Cells colored by class:
Scale bar: 20 um.
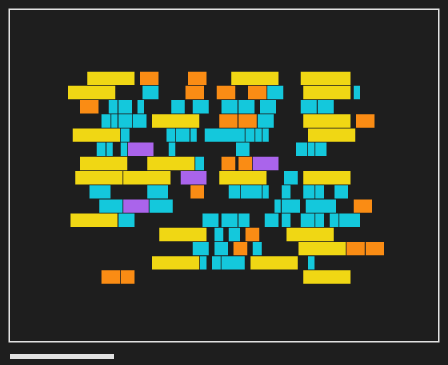
Selected gate families:
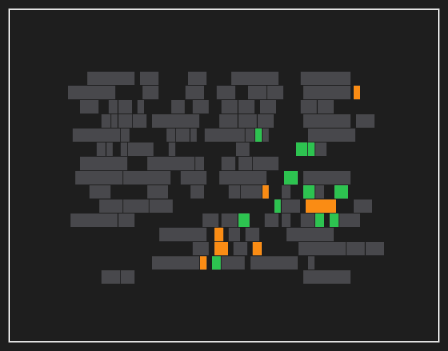
Metal layers overlaid:
Scale bar: 20 um. Only two layers are drawn.
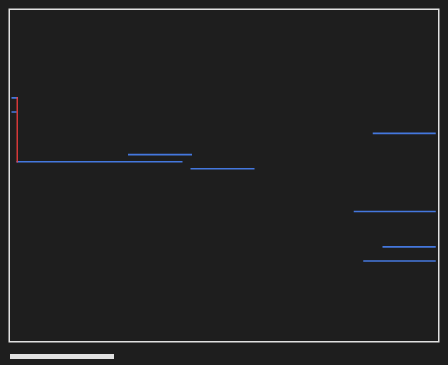
File: src/rtl/tt_uart_tx_pkg.sv
// tt_uart_pkg: shared types and constants for the UART transmit path.
//   state_t      - transmit FSM state, 3-bit encoding
//   PAR_*        - parity-mode selector values for the PARITY parameter
//   frame_bits() - serial bits per frame (start + 8 data + optional parity + stop)
package tt_uart_pkg;

    typedef enum logic [2:0] {
        StIdle   = 3'd0,
        StStart  = 3'd1,
        StData   = 3'd2,
        StParity = 3'd3,
        StStop   = 3'd4
    } state_t;

    localparam int unsigned PAR_NONE = 0;
    localparam int unsigned PAR_EVEN = 1;
    localparam int unsigned PAR_ODD  = 2;

    function automatic int unsigned frame_bits(int unsigned parity);
        return (parity == PAR_NONE) ? 10 : 11;
    endfunction

endpackage

File: src/rtl/tt_uart_tx_if.sv
// tt_uart_tx_if: byte handshake between the producer and the UART transmitter.
//   data_in - byte to transmit, meaningful when valid
//   valid   - producer offers a byte
//   ready   - transmitter accepts a byte this cycle
// A transfer happens on a rising clock edge with valid && ready.
interface tt_uart_tx_if;
    logic [7:0] data_in;
    logic       valid;
    logic       ready;

    modport master (output data_in, output valid, input ready);
    modport slave  (input data_in, input valid, output ready);
endinterface

File: src/rtl/tt_uart_tx_baud_tick.sv
// tt_baud_tick: bit-period timer for the UART transmitter.
//   clk, rst_n - clock, asynchronous active-low reset
//   run        - count enable; the counter is held at zero while low
//   tick       - high on the last cycle of each CLKS_PER_BIT-cycle bit period
module tt_baud_tick #(
    parameter int unsigned CLKS_PER_BIT = 16
) (
    input  logic clk,
    input  logic rst_n,
    input  logic run,
    output logic tick
);

    localparam int unsigned CntW = (CLKS_PER_BIT > 1) ? $clog2(CLKS_PER_BIT) : 1;
    localparam logic [CntW-1:0] Terminal = CntW'(CLKS_PER_BIT - 1);

    logic [CntW-1:0] cnt_q, cnt_d;

    assign tick = run && (cnt_q == Terminal);

    always_comb begin
        cnt_d = cnt_q;
        if (!run || tick) begin
            cnt_d = '0;
        end else begin
            cnt_d = cnt_q + CntW'(1);
        end
    end

    always_ff @(posedge clk or negedge rst_n) begin
        if (!rst_n) begin
            cnt_q <= '0;
        end else begin
            cnt_q <= cnt_d;
        end
    end

endmodule

File: src/rtl/tt_uart_tx.sv
// tt_uart_tx: serialises bytes as UART frames (start, 8 data LSB first,
// optional parity, 1 stop) onto a single pin.
//   clk, rst_n - clock, asynchronous active-low reset
//   bus        - slave side of the byte handshake (data_in, valid, ready)
//   tx         - registered serial output, idles high
//   busy       - high from the first start cycle through the last stop cycle
module tt_uart_tx
    import tt_uart_pkg::*;
#(
    parameter int unsigned CLKS_PER_BIT = 16,
    parameter int unsigned PARITY       = 0
) (
    input  logic           clk,
    input  logic           rst_n,
    tt_uart_tx_if.slave    bus,
    output logic           tx,
    output logic           busy
);

    if (PARITY > PAR_ODD) begin : g_bad_parity
        $error("tt_uart_tx: PARITY must be 0 (none), 1 (even) or 2 (odd)");
    end
    if (CLKS_PER_BIT < 2 || CLKS_PER_BIT > 4095) begin : g_bad_div
        $error("tt_uart_tx: CLKS_PER_BIT must be in 2..4095");
    end

    state_t     state_q, state_d;
    logic [7:0] shift_q, shift_d;
    logic [2:0] bit_idx_q, bit_idx_d;
    logic       parity_q, parity_d;
    logic       tx_q, tx_d;
    logic       ready_q, ready_d;
    logic       busy_q, busy_d;
    logic       tick;
    logic       accept;

    tt_baud_tick #(
        .CLKS_PER_BIT(CLKS_PER_BIT)
    ) u_baud_tick (
        .clk  (clk),
        .rst_n(rst_n),
        .run  (state_q != StIdle),
        .tick (tick)
    );

    // ready_q is low for the first cycle out of reset even though the FSM is idle.
    assign accept = bus.valid && ready_q;

    always_comb begin
        state_d   = state_q;
        shift_d   = shift_q;
        bit_idx_d = bit_idx_q;
        parity_d  = parity_q;

        unique case (state_q)
            StIdle: begin
                if (accept) begin
                    shift_d  = bus.data_in;
                    parity_d = (PARITY == PAR_ODD) ? ~^bus.data_in : ^bus.data_in;
                    state_d  = StStart;
                end
            end
            StStart: begin
                if (tick) state_d = StData;
            end
            StData: begin
                if (tick) begin
                    shift_d   = shift_q >> 1;
                    bit_idx_d = bit_idx_q + 3'd1;
                    if (bit_idx_q == 3'd7) begin
                        state_d = (PARITY != PAR_NONE) ? StParity : StStop;
                    end
                end
            end
            StParity: begin
                if (tick) state_d = StStop;
            end
            StStop: begin
                if (tick) state_d = StIdle;
            end
            default: state_d = StIdle;
        endcase

        // Outputs are registered from the next state so tx has no input-to-pin path.
        case (state_d)
            StStart:  tx_d = 1'b0;
            StData:   tx_d = shift_d[0];
            StParity: tx_d = parity_d;
            default:  tx_d = 1'b1;
        endcase
        ready_d = (state_d == StIdle);
        busy_d  = (state_d != StIdle);
    end

    always_ff @(posedge clk or negedge rst_n) begin
        if (!rst_n) begin
            state_q   <= StIdle;
            shift_q   <= '0;
            bit_idx_q <= '0;
            parity_q  <= 1'b0;
            tx_q      <= 1'b1;
            ready_q   <= 1'b0;
            busy_q    <= 1'b0;
        end else begin
            state_q   <= state_d;
            shift_q   <= shift_d;
            bit_idx_q <= bit_idx_d;
            parity_q  <= parity_d;
            tx_q      <= tx_d;
            ready_q   <= ready_d;
            busy_q    <= busy_d;
        end
    end

    assign bus.ready = ready_q;
    assign tx        = tx_q;
    assign busy      = busy_q;

endmodule

File: src/flat_wrapper.sv
// flat-port wrapper written by rule: the top's interface ports become plain ports
module tt_uart_tx_flat import tt_uart_pkg::*;
#(
    parameter int unsigned CLKS_PER_BIT = 16,
    parameter int unsigned PARITY       = 0
)
  (clk, rst_n, tx, busy, bus_data_in, bus_valid, bus_ready);
  tt_uart_tx_if bus_i ();
  input  logic clk;
  input  logic rst_n;
  output logic tx;
  output logic busy;
  input wire logic [$bits(bus_i.data_in)-1:0] bus_data_in;
  input wire logic [$bits(bus_i.valid)-1:0] bus_valid;
  output wire logic [$bits(bus_i.ready)-1:0] bus_ready;
  assign bus_i.data_in = bus_data_in;
  assign bus_i.valid = bus_valid;
  assign bus_ready = bus_i.ready;
  tt_uart_tx #(.CLKS_PER_BIT(CLKS_PER_BIT), .PARITY(PARITY)) u_core (.clk(clk), .rst_n(rst_n), .bus(bus_i), .tx(tx), .busy(busy));
endmodule
File: config.mk
export PLATFORM = sky130hd
export DESIGN_NAME = tt_uart_tx_flat
export DESIGN_NICKNAME = d
export VERILOG_FILES = /design/src/rtl/tt_uart_tx_pkg.sv /design/src/rtl/tt_uart_tx_if.sv /design/src/rtl/tt_uart_tx_baud_tick.sv /design/src/rtl/tt_uart_tx.sv /design/src/flat_wrapper.sv
export SDC_FILE = /design/constraint.sdc
export NUM_CORES = 1
export LEC_CHECK = 0
export CAP_MARGIN = 20
export CORE_ASPECT_RATIO = 0.7
export CORE_MARGIN = 10
export CORE_UTILIZATION = 40
export CTS_CLUSTER_SIZE = 24
export DETAILED_ROUTE_END_ITERATION = 8
export PLACE_DENSITY_LB_ADDON = 0.05
export SYNTH_ARGS = -nofsm -noshare
export SYNTH_HDL_FRONTEND = slang
export SYNTH_SLANG_ARGS = --single-unit
File: constraint.sdc
create_clock -name clk -period 1.91 [get_ports clk]
set_input_delay 0.382 -clock clk [delete_from_list [all_inputs] [get_ports clk]]
set_output_delay 0.382 -clock clk [all_outputs]
set_load 0.03 [all_outputs]
==> flow_summary.json <==
{
  "rrSetupSlack_ns": 0.19,
  "num_io_pins": 14,
  "cts.sinks": 22,
  "endpoint_kind": "primary output",
  "fin_crit_sh_pct": 95.6,
  "core-area_mm2": 0.00251,
  "slew_violations": 0,
  "diodes": 0,
  "endpoint": "tx",
  "p_sw_uw": 172,
  "ys_ff": 22,
  "yosysMostFrequentCell": "dfrtp_1",
  "place_inst": 144,
  "warnings": 26,
  "timing.critical_path.buf_inv": 1,
  "fin_crit_ns": 1.83,
  "die-height_um": 63.4,
  "skew_ns": 0.00790,
  "p_int_uw": 685,
  "cts_hold_buf": 0,
  "clock_path_buffers": 2,
  "area_delta_synth_final_pct": 22.2,
  "async_reset_ff_share_pct": 100,
  "synth_cells": 94,
  "routedWlPerCell_um": 13.5,
  "ys_cells": 94,
  "viasPerCell": 4.87,
  "finalSetupTns_ns": 0,
  "hp-class": "in2async",
  "clk_latency_ns": 0.26,
  "syn_area_mm2": 0.00108,
  "grt_pass1_wl_um": 3380,
  "grt-ovfl-total": 0,
  "place_area_mm2": 0.00126,
  "syn_nets": 108,
  "slew_headroom_pct": 77.5,
  "switching_share_pct": 20.1,
  "final_cell_mix": "dfrtp_1 (21), clkdlybuf4s50_1 (13), o21ai_1 (8), xnor2_1 (8), inv_1 (7)",
  "drc_errors": 0,
  "leakagePower_uw": 0.000576,
  "drv_cap": 0,
  "post_cts_resized": 0,
  "final_nets": 129,
  "rsz0062_at_grt": "no",
  "syn_area_per_cell_um2": 11.5,
  "setup_viol": 0,
  "crit_family": "buffers and inverters",
  "numCtsBuffers": 3,
  "power.total_uw": 857,
  "cpMaxStageDelayCell": "clkdlybuf4s50_1",
  "wl_met1_um": 1010,
  "grt_pass1_vias": 730,
  "grt_usage_pct": 8.11,
  "cts_tree": "done",
  "rr_endpoint": "u_core.tx",
  "route.met3.wl_um": 107,
  "required_ns": 1.53,
  "post-place-ws_ns": 0.128,
  "path_clk_slew_ns": 0.08,
  "setup_ws_ns": 0.0846,
  "edf_count": 0,
  "yosysTopAreaCell": "dfrtp_1",
  "outcome": "complete, no violations",
  "path_cells": "clkdlybuf4s50_1",
  "tightest_slew_ns": 0.333,
  "yosys_area_mm2": 0.00108,
  "yosysUniqueCellTypes": 33,
  "timing.rr.start": "u_core.bit_idx_q[0]",
  "synth_seq_share_pct": 51.2,
  "cp_slowest_stage_delay_ns": 0.66,
  "synthTopCellsByArea": "dfrtp_1 (49%), xnor2_1 (6.5%), a22oi_1 (4.2%), o21ai_1 (3.7%), ha_1 (3.5%)",
  "ir_worst_vdd_mv": 0.432,
  "crit_type": "reg2out",
  "topRoutingLayerUsed": "met4",
  "critical_path_arrival_ns": 1.44,
  "die_w_um": 82.0,
  "ys_warn_count": 0,
  "pwr-share-clk_pct": 38.3,
  "gp_congestion": 0.730,
  "max_clock_freq_ghz": 0.548,
  "ff_type": "dfrtp_1"
}
-- 'cells colored by class' (at the start) --
Yellow is flops, cells 22. Cyan is combinational and other logic, cells 69. Orange is other buffers and delay cells, cells 19. Purple is clock drivers and dummy loads, cells 4.
FP Rows: 15
flop share of the area: 41.9%
fin area: 0.00132 mm2

-- 'selected gate families' (at the start) --
Green is NAND gates, cells 11. Orange is NOR gates, cells 7, most used nor2_1.
Comb/total area: 35.1%
most numerous logic cell after layout: dfrtp_1
Non-Filler Instances: 148

-- 'metal layers overlaid' (at the start) --
Red is metal 4, wire length 12.2 um. Blue is metal 3, wire length 108 um.
Routed WL: 1990 um
total vias in the final route: 721

==> state kept, by name (all words and copies together) (netlist names) <==
register,count
u_core.parity_q,1
u_core.state_q,3
u_core.u_baud_tick.cnt_q,4
u_core.bus.ready,1
u_core.shift_q,8
u_core.bit_idx_q,3
u_core.tx,1
u_core.busy,1
==> cells by family (layout without fill, tap and decap cells) <==
logic type	after synthesis	count (layout)	synth area share, %
compound gates	23	23	15.6
xor+xnor	10	10	8.13
fa+ha+maj	3	3	3.48
buf+inv	11	31	5.92
flops	22	22	51.2
mux	2	2	2.09
simple gates	23	23	13.6
==> power groups by stage <==
stage | registers, uW | clock network (uW) | logic, uW
after global placement | 475 | 0 | 64.6
after global routing | 465 | 366 | 69.6
after floorplan | 475 | 0 | 26.5
after detailed placement | 475 | 0 | 65.3
after CTS | 465 | 339 | 65.2
final | 465 | 328 | 63.6
==> per-layer routing <==
metal	up-vias	GRT usage, %
met5	-	0
met4	0	1.91
met3	2	3.26
met2	10	11.8
met1	334	10.8
li1	375	-
==> worst reg2reg max path: cells and delay by family, from the launching register on <==
kind            cells  cell delay, ns
compound gates      4            0.79
fa+ha+maj           2            0.39
flops               1            0.39
simple gates        1            0.08
==> final cells by class <==
class / count / area (um2)
Tap cell: 34 / 42.5
Sequential cell: 22 / 552
Inverter: 8 / 30.0
Clock buffer: 4 / 55.1
Timing Repair Buffer: 19 / 175
Fill cell: 235 / 1200
Multi-Input combinational cell: 61 / 462
Power is estimated from default activity; no workload was simulated.
